$ cat src/rtl/jk_bank_sequencer.sv
`default_nettype none
// ============================================================================
//  Module      : jk_bank_sequencer
//  Description : Drives a bank of WIDTH external JK flip-flops through their
//                J/K inputs, using the bank's Q outputs as feedback.
//                Commands arrive on a valid/ready interface:
//                  0 NOP, 1 CLEAR, 2 PRESET, 3 LOAD, 4 COUNT_UP,
//                  5 COUNT_DOWN, 6 TOGGLE, 7 reserved (NOP).
//                The bank is clocked on the falling edge. A J/K pattern
//                registered here on a rising edge therefore shows up on q_fb
//                at the next rising edge.
//  Optional    : define JK_STEP_LIMIT_EN to add a step counter. A count that
//                applies 2**WIDTH steps without reaching its target is then
//                stopped and err is set. When the macro is undefined, err is
//                tied low.
//  Ports       : clk        rising-edge clock
//                rst_n      asynchronous active-low reset
//                cmd_valid  command request
//                cmd_ready  high only in IDLE
//                cmd_op     command opcode (3 bits)
//                cmd_data   load value / count target, captured on accept
//                abort      stops an active count
//                q_fb       Q outputs of the JK bank
//                j, k       J/K drive to the bank (registered)
//                busy       state is not IDLE
//                done       one-cycle completion pulse
//                tc         one-cycle pulse on a wrap step
//                aborted    count ended by abort (sticky until next accept)
//                err        step-limit error (sticky until next accept)
//  Revision    : 1.0 - initial release
// ============================================================================
module jk_bank_sequencer #(
    parameter int WIDTH = 4
) (
    input  logic             clk,
    input  logic             rst_n,
    input  logic             cmd_valid,
    output logic             cmd_ready,
    input  logic [2:0]       cmd_op,
    input  logic [WIDTH-1:0] cmd_data,
    input  logic             abort,
    input  logic [WIDTH-1:0] q_fb,
    output logic [WIDTH-1:0] j,
    output logic [WIDTH-1:0] k,
    output logic             busy,
    output logic             done,
    output logic             tc,
    output logic             aborted,
    output logic             err
);

    localparam logic [2:0] c_op_clear      = 3'd1;
    localparam logic [2:0] c_op_preset     = 3'd2;
    localparam logic [2:0] c_op_load       = 3'd3;
    localparam logic [2:0] c_op_count_up   = 3'd4;
    localparam logic [2:0] c_op_count_down = 3'd5;
    localparam logic [2:0] c_op_toggle     = 3'd6;

    typedef enum logic [1:0] {
        S_IDLE  = 2'd0,
        S_APPLY = 2'd1,
        S_COUNT = 2'd2,
        S_DONE  = 2'd3
    } state_t;

    state_t           r_state,    w_state_nxt;
    logic [WIDTH-1:0] r_target,   w_target_nxt;
    logic [WIDTH-1:0] r_j,        w_j_nxt;
    logic [WIDTH-1:0] r_k,        w_k_nxt;
    logic             r_dir_down, w_dir_down_nxt;
    logic             r_tc,       w_tc_nxt;
    logic             r_aborted,  w_aborted_nxt;
    logic             w_accept;
    logic [WIDTH-1:0] w_up_mask;
    logic [WIDTH-1:0] w_dn_mask;

`ifdef JK_STEP_LIMIT_EN
    localparam logic [WIDTH:0] c_step_limit = {1'b1, {WIDTH{1'b0}}};
    logic [WIDTH:0]   r_step_cnt, w_step_cnt_nxt;
    logic             r_err,      w_err_nxt;
`endif

    assign w_accept  = cmd_valid && (r_state == S_IDLE);
    assign cmd_ready = (r_state == S_IDLE);
    assign busy      = (r_state != S_IDLE);
    assign done      = (r_state == S_DONE);
    assign j         = r_j;
    assign k         = r_k;
    assign tc        = r_tc;
    assign aborted   = r_aborted;

    // A bit flips on an up-count step when every lower bit is one, and on a
    // down-count step when every lower bit is zero. Bit 0 always flips.
    always_comb begin
        logic [WIDTH-1:0] low;
        w_up_mask = '0;
        w_dn_mask = '0;
        for (int i = 0; i < WIDTH; i++) begin
            low          = (WIDTH'(1) << i) - WIDTH'(1);
            w_up_mask[i] = ((q_fb & low) == low);
            w_dn_mask[i] = ((q_fb & low) == '0);
        end
    end

    always_comb begin
        w_state_nxt    = r_state;
        w_target_nxt   = r_target;
        w_dir_down_nxt = r_dir_down;
        w_aborted_nxt  = r_aborted;
        w_j_nxt        = '0;
        w_k_nxt        = '0;
        w_tc_nxt       = 1'b0;
`ifdef JK_STEP_LIMIT_EN
        w_step_cnt_nxt = r_step_cnt;
        w_err_nxt      = r_err;
`endif
        case (r_state)
            S_IDLE: begin
                if (w_accept) begin
                    w_target_nxt  = cmd_data;
                    w_aborted_nxt = 1'b0;
`ifdef JK_STEP_LIMIT_EN
                    w_step_cnt_nxt = '0;
                    w_err_nxt      = 1'b0;
`endif
                    // Single-shot patterns are registered on the accept edge
                    // so they are applied during the APPLY cycle itself.
                    w_state_nxt = S_APPLY;
                    case (cmd_op)
                        c_op_clear:      w_k_nxt = '1;
                        c_op_preset:     w_j_nxt = '1;
                        c_op_load: begin
                            w_j_nxt = cmd_data;
                            w_k_nxt = ~cmd_data;
                        end
                        c_op_toggle: begin
                            w_j_nxt = '1;
                            w_k_nxt = '1;
                        end
                        c_op_count_up: begin
                            w_state_nxt    = S_COUNT;
                            w_dir_down_nxt = 1'b0;
                        end
                        c_op_count_down: begin
                            w_state_nxt    = S_COUNT;
                            w_dir_down_nxt = 1'b1;
                        end
                        default: ;
                    endcase
                end
            end
            S_APPLY: begin
                w_state_nxt = S_DONE;
            end
            S_COUNT: begin
                if (q_fb == r_target) begin
                    w_state_nxt = S_DONE;
                end else if (abort) begin
                    w_state_nxt   = S_DONE;
                    w_aborted_nxt = 1'b1;
                end
`ifdef JK_STEP_LIMIT_EN
                else if (r_step_cnt == c_step_limit) begin
                    w_state_nxt = S_DONE;
                    w_err_nxt   = 1'b1;
                end
`endif
                else begin
                    w_j_nxt  = r_dir_down ? w_dn_mask : w_up_mask;
                    w_k_nxt  = r_dir_down ? w_dn_mask : w_up_mask;
                    w_tc_nxt = r_dir_down ? (q_fb == '0) : (q_fb == '1);
`ifdef JK_STEP_LIMIT_EN
                    w_step_cnt_nxt = r_step_cnt + 1'b1;
`endif
                end
            end
            S_DONE: begin
                w_state_nxt = S_IDLE;
            end
            default: begin
                w_state_nxt = S_IDLE;
            end
        endcase
    end

    always_ff @(posedge clk or negedge rst_n) begin
        if (!rst_n) begin
            r_state    <= S_IDLE;
            r_target   <= '0;
            r_dir_down <= 1'b0;
            r_j        <= '0;
            r_k        <= '0;
            r_tc       <= 1'b0;
            r_aborted  <= 1'b0;
        end else begin
            r_state    <= w_state_nxt;
            r_target   <= w_target_nxt;
            r_dir_down <= w_dir_down_nxt;
            r_j        <= w_j_nxt;
            r_k        <= w_k_nxt;
            r_tc       <= w_tc_nxt;
            r_aborted  <= w_aborted_nxt;
        end
    end

`ifdef JK_STEP_LIMIT_EN
    always_ff @(posedge clk or negedge rst_n) begin
        if (!rst_n) begin
            r_step_cnt <= '0;
            r_err      <= 1'b0;
        end else begin
            r_step_cnt <= w_step_cnt_nxt;
            r_err      <= w_err_nxt;
        end
    end

    assign err = r_err;
`else
    assign err = 1'b0;
`endif

endmodule
`default_nettype wire

$ cat config.mk
export PLATFORM = sky130hd
export DESIGN_NAME = jk_bank_sequencer
export DESIGN_NICKNAME = d
export VERILOG_FILES = /design/src/rtl/jk_bank_sequencer.sv
export SDC_FILE = /design/constraint.sdc
export NUM_CORES = 1
export LEC_CHECK = 0
export ABC_AREA = 1
export CAP_MARGIN = 30
export CORE_MARGIN = 2
export CORE_UTILIZATION = 41
export CTS_BUF_LIST = sky130_fd_sc_hd__clkbuf_16
export DETAILED_ROUTE_END_ITERATION = 10
export PLACE_DENSITY = 0.74
export RECOVER_POWER = 25
export SLEW_MARGIN = 25
export SYNTH_ARGS = -nofsm -noshare
export SYNTH_HDL_FRONTEND = slang
export SYNTH_SLANG_ARGS = --single-unit
export TNS_END_PERCENT = 100
$ cat constraint.sdc
create_clock -name clk -period 1.28 [get_ports clk]
set_input_delay 0.384 -clock clk [delete_from_list [all_inputs] [get_ports clk]]
set_output_delay 0.384 -clock clk [all_outputs]
set_load 0.005 [all_outputs]
port_nets.png
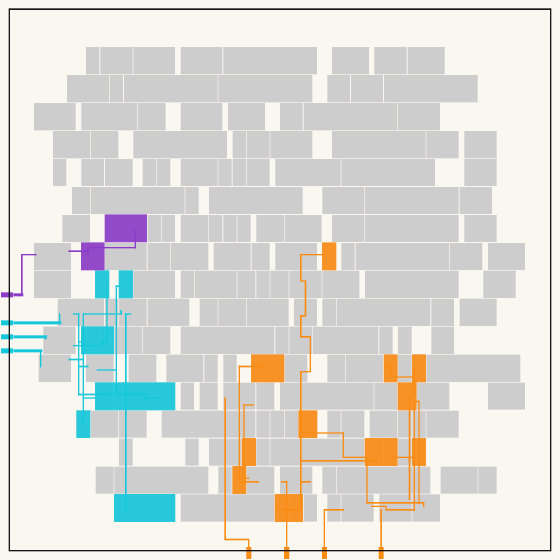
colour	port	bits	direction	edge	end cells	buffers	wire
purple	cmd_valid	1	input	west	2	1	14.8 µm
orange	q_fb	4	input	south	13	6	164 µm
cyan	cmd_op	3	input	west	8	5	88.7 µm

cell_classes.png
Bar = 20 µm.
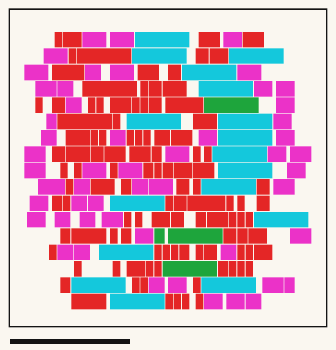
colour	class	cells	share of their area
red	all other logic	109	43%
magenta	other buffers and delay cells	52	28%
green	clock drivers and dummy loads	4	4.7%
cyan	flip-flops	17	25%
core box area: 2210 µm²
Layout Utilization: 78.1%
Row Count: 17
final instance area: 1730 µm²

==> flow_metrics.py <==
# Physical implementation metrics
metrics = {
    "run_status": {
        "outcome": "complete, but fails checks",
        "violations": "setup timing",
    },
    "cells_and_area": {
        "drive_gt1_share_pct": 46.7,
        "bufAreaShareNonClock_pct": 27.0,
        "logic_gate_count": 90,
        "fill_cells": 148,
        "ff_latch_area_um2": 425,
        "largest_cell_class": "multi-input combinational cells",
        "inverters": 19,
        "clkbuf_count": 3,
        "logic_area_um2": 646,
        "diodes": 0,
        "num-nets-final": 202,
        "lay_top_cells": "nand2_1 (26), dfrtp_1 (17), buf_4 (16)",
        "clock_tree_area_fraction_pct": 4.64,
        "nNonClkBuffers": 52,
        "seq_cells": 17,
        "lay_top_count": "nand2_1",
        "sh_seq_area_pct": 24.6,
        "syn_to_final_growth_pct": 78.8,
        "comb_share_pct": 37.4,
    },
    "detailed_routing": {
        "dr_wl_met2_um": 1870,
        "avgViaCountPerCell": 5.28,
        "ant_nets": 0,
        "drt-initial-drc-count": 31,
        "dr.pass1.iters": 5,
        "met3_length_um": 214,
        "drcViolationCount": 0,
        "wl_met1_um": 1110,
        "top_layer": "met4",
        "totalWireLength_um": 3300,
    },
    "setup_path": {
        "cp-startpoint": "r_state[1]$_DFFE_PN0P_",
        "cp.arrival_ns": 1.07,
        "crit_path_end": "busy",
        "worstReg2RegEnd": "k[3]$_DFF_PN0_",
        "path_depth": 4,
        "crit_path_start_kind": "flip-flop",
        "cpMostUsedCell": "inv_2",
        "r2r_slack_ns": -0.13,
        "critPathBufInv": 3,
        "cp_top_family": "flip-flops",
        "critPathSlowestCell": "dfrtp_1",
        "r2r_cells": 8,
        "crit_chain": "inv_2, ha_4, inv_2, buf_6",
        "critPathMaxStageDelay_ns": 0.42,
        "critical_path_required_ns": 0.90,
        "worst_setup_path_end_kind": "output pin",
        "worstPathMaxFanout": 3,
        "critPathKind": "reg -> out",
        "r2r_start": "r_state[1]$_DFFE_PN0P_",
    },
    "yosys": {
        "logic_family": "simple AND/OR/NAND/NOR gates",
        "synth_cell_types": 20,
        "adder_share_pct": 5.18,
        "ys_warn_count": 0,
        "syn_inst": 128,
        "edf_count": 0,
        "xor_share_pct": 0.907,
        "top_area_cell": "dfrtp_1",
        "synth-simple-area-share_pct": 32.8,
        "common_cells": "nand2_1 (35), dfrtp_1 (17), inv_1 (14), nand3_1 (13), o21ai_0 (12)",
        "mux_area_share_pct": 0,
        "most_common_cell": "nand2_1",
        "synthTopCellsByArea": "dfrtp_1 (44%), nand2_1 (14%), nand3_1 (6.7%)",
        "synth.avg_cell_area_um2": 7.55,
        "ys_seq_share_pct": 44.0,
        "ys_sh_aoi_pct": 8.03,
        "syn_nets": 147,
        "ff_type": "dfrtp_1",
        "async_reset_ff_share_pct": 100,
        "yosys_cells": 128,
        "top_cell_area_share_pct": 44.0,
        "yosys_area_um2": 966,
        "syn-cell-area_um2": 966,
        "numSynthFlops": 17,
    },
    "power_and_ir_drop": {
        "p_switching_w": 0.00131,
        "power_leakage_nw": 0.898,
        "p_comb_share_pct": 55.8,
        "power_density_nw_per_um2": 1950,
        "intPower_w": 0.00205,
        "totalPowerFinal_w": 0.00336,
        "p_seq_share_pct": 25.0,
        "power_frac_clock_pct": 19.3,
        "sw_frac_of_total_pct": 39.1,
        "ir_drop_mv": 1.41,
    },
    "clocking": {
        "worstSkewPairLatency_ns": 0.25,
        "h-tree-depth": 1,
        "clock_sinks": 17,
        "cts-hold-fix-buffers": 0,
        "cts_tree": "done",
        "clk_pin_slew_worst_paths_ns": 0.05,
        "cts_repair_resize_count": 68,
        "cts_buffers": 3,
        "root_buffer": "clkbuf_16",
        "clock_path_buffers": 2,
        "cts_setup_buffers": 5,
    },
    "global_routing": {
        "grt_pass1_wl_um": 4710,
        "use_met2_pct": 46.3,
        "grtUsageMet3_pct": 3.14,
        "grt-ovfl-total": 0,
        "antenna_found_initial": 0,
        "grt_pass1_vias": 1055,
        "grt_start_max_net_pins": 18,
    },
    "place": {
        "gp_congestion": 0.849,
        "portBuffers": 27,
        "place_hpwl_um": 1810,
    },
    "sta": {
        "slew_viol_final": 0,
        "hold_viol": 0,
        "finClkSkew_ns": 0.00266,
        "setup_ws_ns": -0.170,
        "clock.fmax_mhz": 690,
        "finalSetupViolations": 18,
        "min_period_over_period_pct": 113,
        "period_needed_ns": 1.45,
        "rsz0062_at_grt": "true",
    },
    "job": {
        "tool_warnings": 31,
        "drv_cap": 0,
    },
    "floorplan": {
        "chipWidth_um": 52.5,
        "die_h_um": 52.5,
        "taps": 28,
        "die-area_um2": 2760,
        "ioPinCount": 29,
        "fp_util_pct": 43.7,
    },
    "min_path": {
        "hold_path_startpoint": "aborted$_DFFE_PN0P_",
        "min_delay_path_depth": 2,
        "hold_class": "reg -> reg",
        "min_to": "aborted$_DFFE_PN0P_",
    },
}
wire_density.png
Bar = 20 µm. The die is cut into 11 by 11 equal tiles; dark purple is low, yellow is high, scaled to the fullest tile. Values are wire area over tile area, all layers added.
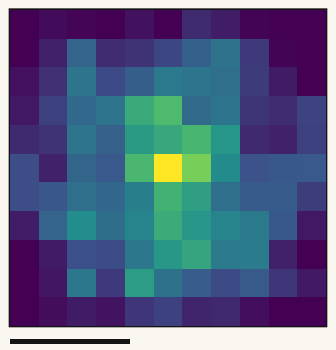
tiles over half the peak	13%
fullest tile	0.76
nearly empty tiles	14%
densest ninth of the die	centre
emptiest ninth of the die	north-east
routed via count: 1109
gr usage total: 23.9%

final_congestion.png
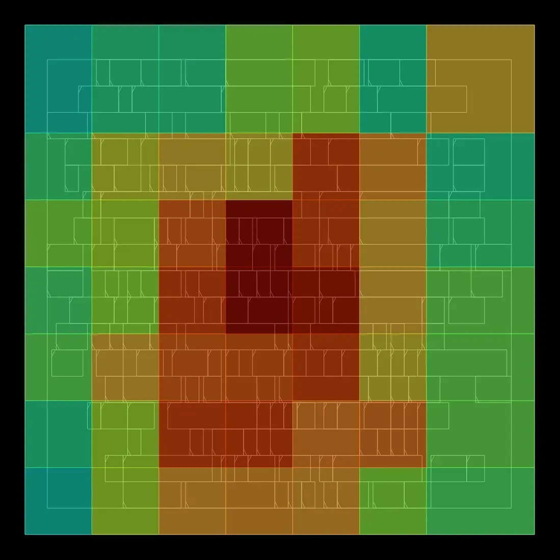
met1 Resource Use GR: 26.1%
WL per Instance: 15.7 µm
GRT Max-Usage Layer: met2

## metrics by stage
stage          hold slack (ns)  cell area [µm²]  worst slack, ns  std cells  setup TNS [ns]
2_1_floorplan           0.0884              968           0.0193        128               0
3_3_place_gp             0.511             1420           -0.357        202           -5.32
3_5_place_dp             0.489             1420           -0.405        202           -5.75
4_1_cts                  0.462             1620           -0.132        210          -0.552
5_1_grt                  0.548             1730           -0.208        210           -2.36
6_report                 0.543             1730           -0.170        210           -1.42
## power by group through the flow
stage          clock, W  combinational [W]  sequential (W)
2_1_floorplan         0           0.000663        0.000829
3_3_place_gp          0            0.00130        0.000827
3_5_place_dp          0            0.00133        0.000823
4_1_cts        0.000618            0.00158        0.000829
5_1_grt        0.000663            0.00205        0.000855
6_report       0.000647            0.00187        0.000839
Power is estimated from default activity; no workload was simulated.
